==> images/met1.png <==
Scale: 4 px per µm. Supply wires on this layer in gray. Cells faint in the background.
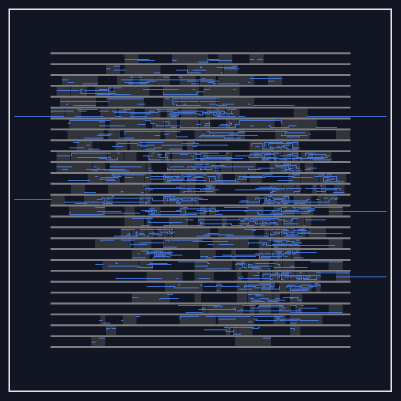
==> images/met2.png <==
Scale: 4 px per µm.
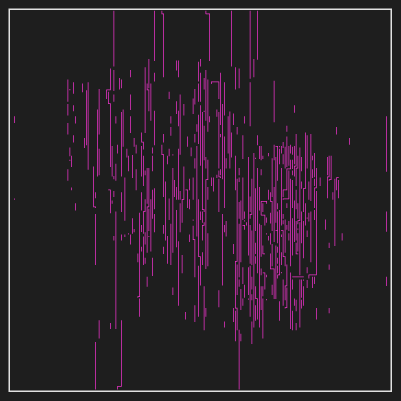
==> images/met3.png <==
Scale: 6 px per µm. Cells faint in the background.
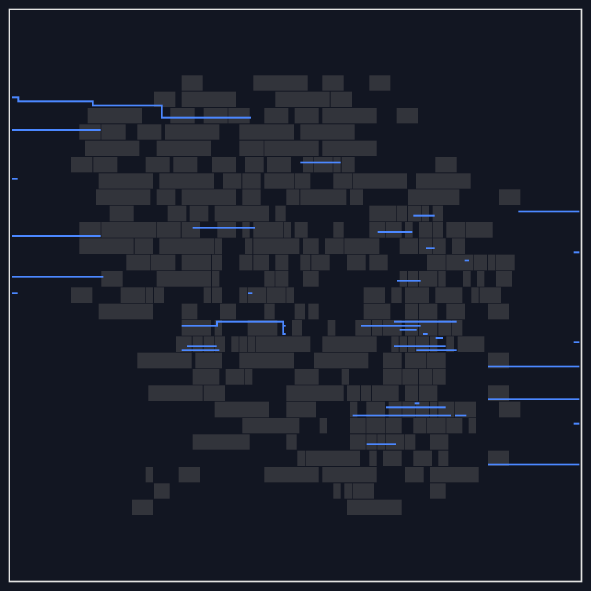
==> images/clock_map.png <==
Scale: 3 px per µm.
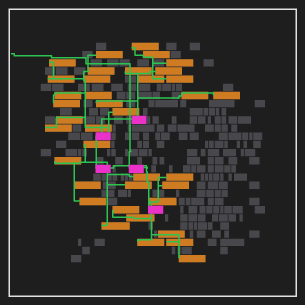
Design uart_rx, sky130hd; sources not shown.
==> out/results.txt <==
run status: complete, no violations
unrepaired setup endpoints after global routing: false
internal reg-to-reg setup slack: 5050 ps
xor/xnor share of the synthesized area: 0.113
chip area line of the yosys report: 2430 µm²
global-route wire length before repair: 8980 µm
total count of max-transition violations in the final report: 0
Power per Cell Area: 245 nW/µm²
nets: 271
Power Total: 0.678 mW
num ports: 23
fraction of power spent switching nets: 0.410
final setup violating endpoints: 0
top-area cell type share of the netlist area: 0.361
fa+ha+maj area frac: 0.0309
cells in synth_stat.txt: 238
internal power contribution: 0.400 mW
worst hold-check path type: register to register
kind of critical path: input pin to register
IO Port Bufs: 22
Die Outline Area: 9050 µm²
maximum clock rate: 193 MHz
count of antenna-violating nets left after detailed routing: 0
TritonCTS clock tree: done
average via count per standard cell: 5.67
Slowest cell on crit path: clkdlybuf4s50_1
post-detailed-route wirelength per cell: 15.6 µm
number of hold buffers added after cts: 0
dominant kind of combinational cell: simple AND/OR/NAND/NOR gates
overall fraction of global-route tracks in use: 0.121
worst vdd ir: 0.102 mV
buffer type at the clock tree root: clkbuf_8
Core ar.: 5510 µm²
Synth Area in Compound Gates: 0.148
number of iterations in the first detailed-routing pass: 4
floorplan die width: 95.1 µm
count of cells resized by post-cts repair: 0
fill cell count: 503
number of OpenROAD warnings: 26
leakage dissipation: 1.17 nW
vias in the first global route: 1835
Post-Syn Area per Cell: 10.2 µm²
Initial Utilization: 0.441
Back to the opening pictures, met1.png:
longest straight run: 23.0 µm
share of all routed wire: 46%
number of vias after detailed routing: 1853
total wire length: 5120 µm

Back to the opening pictures, met2.png:
nets with wire on the layer: 239
share of all routed wire: 47%
Global Route met2 Usage: 0.191

Back to the opening pictures, met3.png:
main direction: horizontal
wire length on this layer: 276 µm
longest straight run: 16.1 µm
nets with wire on the layer: 30
share of all routed wire: 5.4%
GR met3 Demand/Resource: 0.0259

Back to the opening pictures, clock_map.png:
legend:
  flip-flops:
    color: orange
    count: 38
  cells driving clock nets:
    color: magenta
    count: 5
  clock wires:
    color: green
    length: 484 µm
routed clock nets: 6
clk latency late pin: 290 ps
clock-net power: 0.134 mW
worst clock skew: 8.81 ps

==> cells in the final DEF (no fill, tap or decap), types with 3 or more instances in the layout <==
| cell | instances |
|---|---|
| a211oi_1 | 4 |
| a21oi_1 | 4 |
| and3_1 | 4 |
| clkbuf_8 | 6 |
| clkdlybuf4s50_1 | 22 |
| dfrtp_1 | 35 |
| dfstp_2 | 3 |
| ha_1 | 6 |
| inv_1 | 9 |
| mux2_2 | 18 |
| nand2_1 | 11 |
| nand3_1 | 8 |
| nand3b_1 | 3 |
| nand4_1 | 5 |
| nor2_1 | 20 |
| nor2b_1 | 3 |
| nor3_1 | 3 |
| nor4_1 | 4 |
| o21ai_0 | 11 |
| or2_2 | 3 |
| xnor2_1 | 20 |
| xor2_1 | 7 |
==> cells by family after synthesis <==
family,after synthesis
buffers and inverters,23
multiplexers,18
XOR/XNOR,29
adder cells (fa/ha/maj),6
flip-flops,38
AND-OR/OR-AND,48
AND/OR/NAND/NOR,76
==> synth_stat cells (3+ instances only) <==
cell type,number
a211oi_1,4
a21oi_1,4
and3_1,4
buf_2,4
clkbuf_1,7
dfrtp_1,35
dfstp_2,3
ha_1,6
inv_1,9
mux2_2,18
nand2_1,11
nand3_1,8
nand3b_1,3
nand4_1,5
nor2_1,20
nor2b_1,3
nor3_1,3
nor4_1,4
o21ai_0,11
or2_2,3
xnor2_1,20
xor2_1,7
==> area by class of cell <==
| cell class | instances | area (µm²) | share of cell area |
|---|---|---|---|
| clock buffer | 6 | 82.6 | 0.0299 |
| clock inverter | 2 | 12.5 | 0.00453 |
| sequential | 38 | 955 | 0.345 |
| multi-input combinational | 177 | 1360 | 0.493 |
| timing repair buffer | 23 | 228 | 0.0824 |
| tap | 72 | 90.1 | 0.0326 |
| inverter | 9 | 33.8 | 0.0122 |
==> metrics by stage <==
step	std cells	hold WS, ps	setup WS (ps)	util
2_1_floorplan	224	345	3660	-
3_3_place_gp	319	348	2660	0.485
3_5_place_dp	319	348	2650	0.485
4_1_cts	327	360	2940	0.502
5_1_grt	327	358	2500	0.502
6_report	327	359	2910	0.502
==> critical path: cells and delay by family <==
family	cells	cell delay, ps
and+or+nand+nor	3	930
adders and majority gates	1	240
muxes	1	400
buffers and inverters	2	750
AOI/OAI and AO/OA	2	660
xor gates and xnor gates	1	340
==> power by group through the flow <==
| stage | clock network (mW) | registers (mW) | logic (mW) |
|---|---|---|---|
| final | 0.134 | 0.264 | 0.280 |
| after global routing | 0.145 | 0.270 | 0.313 |
| after CTS | 0.138 | 0.263 | 0.279 |
| after floorplan | 0 | 0.253 | 0.220 |
| after detailed placement | 0 | 0.266 | 0.278 |
| after global placement | 0 | 0.267 | 0.276 |
==> layer usage <==
metal | wire, µm | share of wire | vias up | GRT usage
li1 | - | - | 899 | -
met2 | 2420 | 0.47 | 55 | 0.191
met1 | 2340 | 0.46 | 891 | 0.155
met3 | 276 | 0.054 | 8 | 0.0259
met4 | 81 | 0.016 | 0 | 0.0574
met5 | 0 | 0 | - | 0
Power figures rest on the tool's default switching activity, not on a simulated workload.
